Fig. 1: sequential cells grouped by signal name
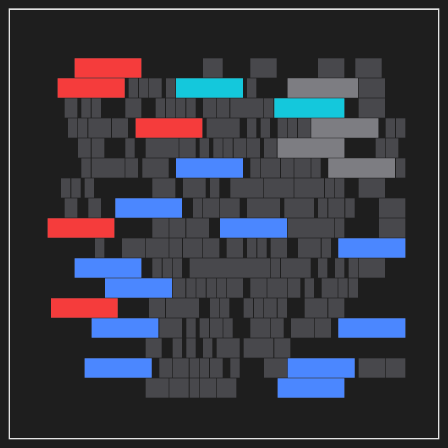
Fig. 2: met2 routing
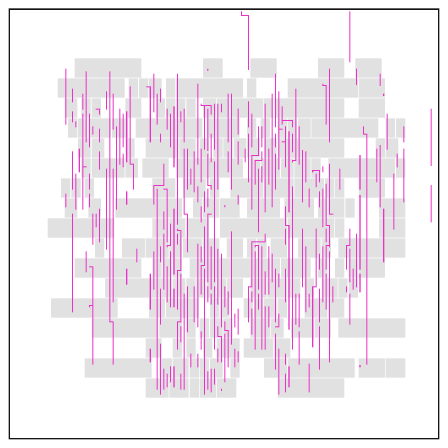
File: src/rtl/port_rst_ctrl_pkg.sv
// Shared types and default timing for the per-port soft-reset drain sequencer.
package port_rst_ctrl_pkg;

    typedef enum logic [1:0] {
        RUN    = 2'd0,
        DRAIN  = 2'd1,
        ASSERT = 2'd2
    } t_rst_state;

    localparam int DEF_RST_HOLD_CYCLES = 16;
    localparam int DEF_DRAIN_TIMEOUT   = 1024;

endpackage

File: src/rtl/port_rst_drain_ch.sv
// One port's soft-reset channel: blocks TX-A, waits for the open packet to close
// (or times out), then holds the port reset low for a minimum time.
module port_rst_drain_ch
    import port_rst_ctrl_pkg::*;
#(
    parameter int RST_HOLD_CYCLES = DEF_RST_HOLD_CYCLES,
    parameter int DRAIN_TIMEOUT   = DEF_DRAIN_TIMEOUT
) (
    input  logic clk,
    input  logic rst_n,
    input  logic soft_rst_req,
    input  logic tx_tvalid,
    input  logic tx_tready,
    input  logic tx_tlast,
    input  logic timeout_clr,
    output logic tx_block,
    output logic port_rst_n,
    output logic rst_busy,
    output logic drain_timeout
);

    localparam int HW = $clog2(RST_HOLD_CYCLES) + 1;
    localparam int TW = $clog2(DRAIN_TIMEOUT) + 1;
    localparam logic [HW-1:0] HOLD_LAST = HW'(RST_HOLD_CYCLES - 1);
    localparam logic [TW-1:0] TMO_LAST  = TW'(DRAIN_TIMEOUT - 1);

    t_rst_state    state_q, state_d;
    logic [HW-1:0] hold_cnt_q, hold_cnt_d;
    logic [TW-1:0] tmo_cnt_q, tmo_cnt_d;
    logic          in_pkt_q, in_pkt_d;
    logic          port_rst_n_q, port_rst_n_d;
    logic          tx_block_q, tx_block_d;
    logic          rst_busy_q, rst_busy_d;
    logic          drain_timeout_q, drain_timeout_d;
    logic          beat, in_pkt_nx, tmo_set;

    always_comb begin
        beat       = tx_tvalid & tx_tready;
        in_pkt_nx  = beat ? ~tx_tlast : in_pkt_q;
        state_d    = state_q;
        hold_cnt_d = hold_cnt_q;
        tmo_cnt_d  = tmo_cnt_q;
        in_pkt_d   = in_pkt_nx;
        tmo_set    = 1'b0;
        case (state_q)
            RUN: begin
                if (soft_rst_req) begin
                    state_d   = DRAIN;
                    tmo_cnt_d = '0;
                end
            end
            DRAIN: begin
                // Drained means the packet is closed after this cycle's beat.
                if (!in_pkt_nx) begin
                    state_d    = ASSERT;
                    hold_cnt_d = '0;
                end else if (tmo_cnt_q == TMO_LAST) begin
                    state_d    = ASSERT;
                    hold_cnt_d = '0;
                    tmo_set    = 1'b1;
                end else begin
                    tmo_cnt_d = tmo_cnt_q + 1'b1;
                end
            end
            ASSERT: begin
                if (hold_cnt_q == HOLD_LAST) begin
                    if (!soft_rst_req) state_d = RUN;
                end else begin
                    hold_cnt_d = hold_cnt_q + 1'b1;
                end
            end
            default: state_d = ASSERT;
        endcase
        if (state_q == ASSERT || state_d == ASSERT) in_pkt_d = 1'b0;
        port_rst_n_d    = (state_d != ASSERT);
        tx_block_d      = (state_d != RUN);
        rst_busy_d      = (state_d != RUN);
        drain_timeout_d = tmo_set ? 1'b1 : (timeout_clr ? 1'b0 : drain_timeout_q);
    end

    always_ff @(posedge clk or negedge rst_n) begin
        if (!rst_n) begin
            state_q         <= ASSERT;
            hold_cnt_q      <= '0;
            tmo_cnt_q       <= '0;
            in_pkt_q        <= 1'b0;
            port_rst_n_q    <= 1'b0;
            tx_block_q      <= 1'b1;
            rst_busy_q      <= 1'b1;
            drain_timeout_q <= 1'b0;
        end else begin
            state_q         <= state_d;
            hold_cnt_q      <= hold_cnt_d;
            tmo_cnt_q       <= tmo_cnt_d;
            in_pkt_q        <= in_pkt_d;
            port_rst_n_q    <= port_rst_n_d;
            tx_block_q      <= tx_block_d;
            rst_busy_q      <= rst_busy_d;
            drain_timeout_q <= drain_timeout_d;
        end
    end

    assign tx_block      = tx_block_q;
    assign port_rst_n    = port_rst_n_q;
    assign rst_busy      = rst_busy_q;
    assign drain_timeout = drain_timeout_q;

endmodule

File: src/rtl/port_rst_drain_ctrl.sv
// Soft-reset sequencer for all AFU ports: one fully independent drain channel per port.
module port_rst_drain_ctrl
    import port_rst_ctrl_pkg::*;
#(
    parameter int PG_NUM_PORTS    = 1,
    parameter int RST_HOLD_CYCLES = DEF_RST_HOLD_CYCLES,
    parameter int DRAIN_TIMEOUT   = DEF_DRAIN_TIMEOUT
) (
    input  logic                    clk,
    input  logic                    rst_n,
    input  logic [PG_NUM_PORTS-1:0] i_soft_rst_req,
    input  logic [PG_NUM_PORTS-1:0] i_tx_tvalid,
    input  logic [PG_NUM_PORTS-1:0] i_tx_tready,
    input  logic [PG_NUM_PORTS-1:0] i_tx_tlast,
    input  logic [PG_NUM_PORTS-1:0] i_timeout_clr,
    output logic [PG_NUM_PORTS-1:0] o_tx_block,
    output logic [PG_NUM_PORTS-1:0] o_port_rst_n,
    output logic [PG_NUM_PORTS-1:0] o_rst_busy,
    output logic [PG_NUM_PORTS-1:0] o_drain_timeout
);

    for (genvar i = 0; i < PG_NUM_PORTS; i++) begin : g_ch
        port_rst_drain_ch #(
            .RST_HOLD_CYCLES(RST_HOLD_CYCLES),
            .DRAIN_TIMEOUT  (DRAIN_TIMEOUT)
        ) u_ch (
            .clk          (clk),
            .rst_n        (rst_n),
            .soft_rst_req (i_soft_rst_req[i]),
            .tx_tvalid    (i_tx_tvalid[i]),
            .tx_tready    (i_tx_tready[i]),
            .tx_tlast     (i_tx_tlast[i]),
            .timeout_clr  (i_timeout_clr[i]),
            .tx_block     (o_tx_block[i]),
            .port_rst_n   (o_port_rst_n[i]),
            .rst_busy     (o_rst_busy[i]),
            .drain_timeout(o_drain_timeout[i])
        );
    end

endmodule

File: config.mk
export PLATFORM = sky130hd
export DESIGN_NAME = port_rst_drain_ctrl
export DESIGN_NICKNAME = d
export VERILOG_FILES = /design/src/rtl/port_rst_ctrl_pkg.sv /design/src/rtl/port_rst_drain_ch.sv /design/src/rtl/port_rst_drain_ctrl.sv
export SDC_FILE = /design/constraint.sdc
export NUM_CORES = 1
export LEC_CHECK = 0
export ABC_AREA = 1
export CAP_MARGIN = 40
export CORE_MARGIN = 4
export CORE_UTILIZATION = 57
export DETAILED_ROUTE_END_ITERATION = 7
export PLACE_DENSITY = 0.8
export SETUP_SLACK_MARGIN = 0.02
export SYNTH_ARGS = -nofsm -noshare
export SYNTH_HDL_FRONTEND = slang
export SYNTH_HIERARCHICAL = 1
export SYNTH_SLANG_ARGS = --single-unit
File: constraint.sdc
create_clock -name clk -period 2.06 [get_ports clk]
set_input_delay 0.309 -clock clk [delete_from_list [all_inputs] [get_ports clk]]
set_output_delay 0.309 -clock clk [all_outputs]
set_load 0.005 [all_outputs]
==> impl_metrics.csv <==
group,metric,value,unit
status,status,"finished clean",
critical_path,cp_common_cell,"nand2_4",
timing,fmax,561,MHz
yosys,top_area_cell,"dfrtp_1",
cts,cts-root-buf,"clkbuf_4",
finish,clock_buffers,3,
critical_path,slowest_stage,"dfrtp_1",
cts,cts_tree,"yes",
timing,max_slew_margin,0.777,
yosys,xor_area_frac,0.0244,
yosys,synthSimpleGateAreaFrac,0.323,
yosys,synth.comb.largest_family,"simple AND/OR/NAND/NOR gates",
power_and_ir_drop,vdd_drop_max,0.000621,V
finish,largest_registers,"g_ch.u_ch/tmo_cnt_q (11), g_ch.u_ch/hold_cnt_q (5), g_ch.u_ch/state_q (2)",
yosys,synth_area_per_cell,8.31,µm²
finish,comb_area_frac,0.478,
cts,clk_pin_slew,0.14,ns
power_and_ir_drop,p_comb,0.657,mW
route,wl_per_cell,12.4,µm
global_routing,antenna_found_initial,0,
timing,rsz0062_at_grt,"false",
finish,final_common_cell,"nand2_1",
timing,slew_viol_final,0,
yosys,top_cell,"nand2_1",
min_path,hp-class,"input pin to async pin",
yosys,ys_ff,22,
floorplanning,rows,17,
yosys,syn_inst,173,
finish,drive_gt1_frac,0.223,
power_and_ir_drop,clockPowerShare,0.217,
placement,place_inst,208,
yosys,mux_area_frac,0,
critical_path,worst_setup_path_end_kind,"flip-flop",
power_and_ir_drop,p_per_area,999,nW/µm²
critical_path,crit_chain,"ha_1, inv_2, nor2_4, nand3_4, nand2_4, nand2_4, nand2_4, inv_1, nand2_1, nand2_1",
global_routing,grt_usage,0.183,
floorplanning,core_area,2300,µm²
timing,finalSetupTns,0,ns
finish,postLayoutCellArea,1580,µm²
finish,buf_share,0.0727,
cts,cts_hold_buf,0,
power_and_ir_drop,p_seq_frac,0.368,
global_routing,grt_pass1_vias,1126,
yosys,floorplan.nets,187,
global_routing,grt_max_degree,23,
global_routing,grt_first_pass_wirelength,4730,µm
route,wl_met1,1130,µm
critical_path,crit_cells,10,
critical_path,critPathLaunch,"g_ch[0].u_ch/tmo_cnt_q[0]",
floorplanning,die_h,58.2,µm
floorplanning,chip_area,3390,µm²
timing,fin_crit_sh,0.865,
route,wl_met2,1350,µm
cts,clock_path_buffers,2,
critical_path,startpoint_type,"flip-flop",
job,maxCapViolCount,0,
placement,io_buffers,10,
global_routing,grt.overflow.total,0,
floorplanning,io_pins,11,
critical_path,ff2ff_path_depth,10,
cts,cts_resized,0,
finish,ff_count,22,
finish,logic_area,757,µm²
finish,clock_area_frac,0.0332,
floorplanning,nWellTaps,28,
finish,largest_reg_flops,11,
cts,cts_htree_levels,1,
floorplanning,fp_util,0.626,
critical_path,crit_required,2.29,ns
route,vias_per_cell,5.43,
global_routing,use_met1,0.202,
About Fig. 1:
| colour | signal | placed flops |
|---|---|---|
| blue | `g_ch.u_ch/tmo_cnt_q` | 11 |
| red | `g_ch.u_ch/hold_cnt_q` | 5 |
| cyan | `g_ch.u_ch/state_q` | 2 |
not coloured: 4
sequential share of cell area: 0.349
fin util: 0.690
FF/Latch Area: 553 µm²
Sequential Power: 0.582 mW

About Fig. 2:
wire length on this layer: 1350 µm
nets with wire on the layer: 166
longest straight run: 34.0 µm
main direction: vertical
share of all routed wire: 51%
final WL: 2630 µm
met2 usage: 0.331
vias post-DR: 1151

Power figures rest on the tool's default switching activity, not on a simulated workload.
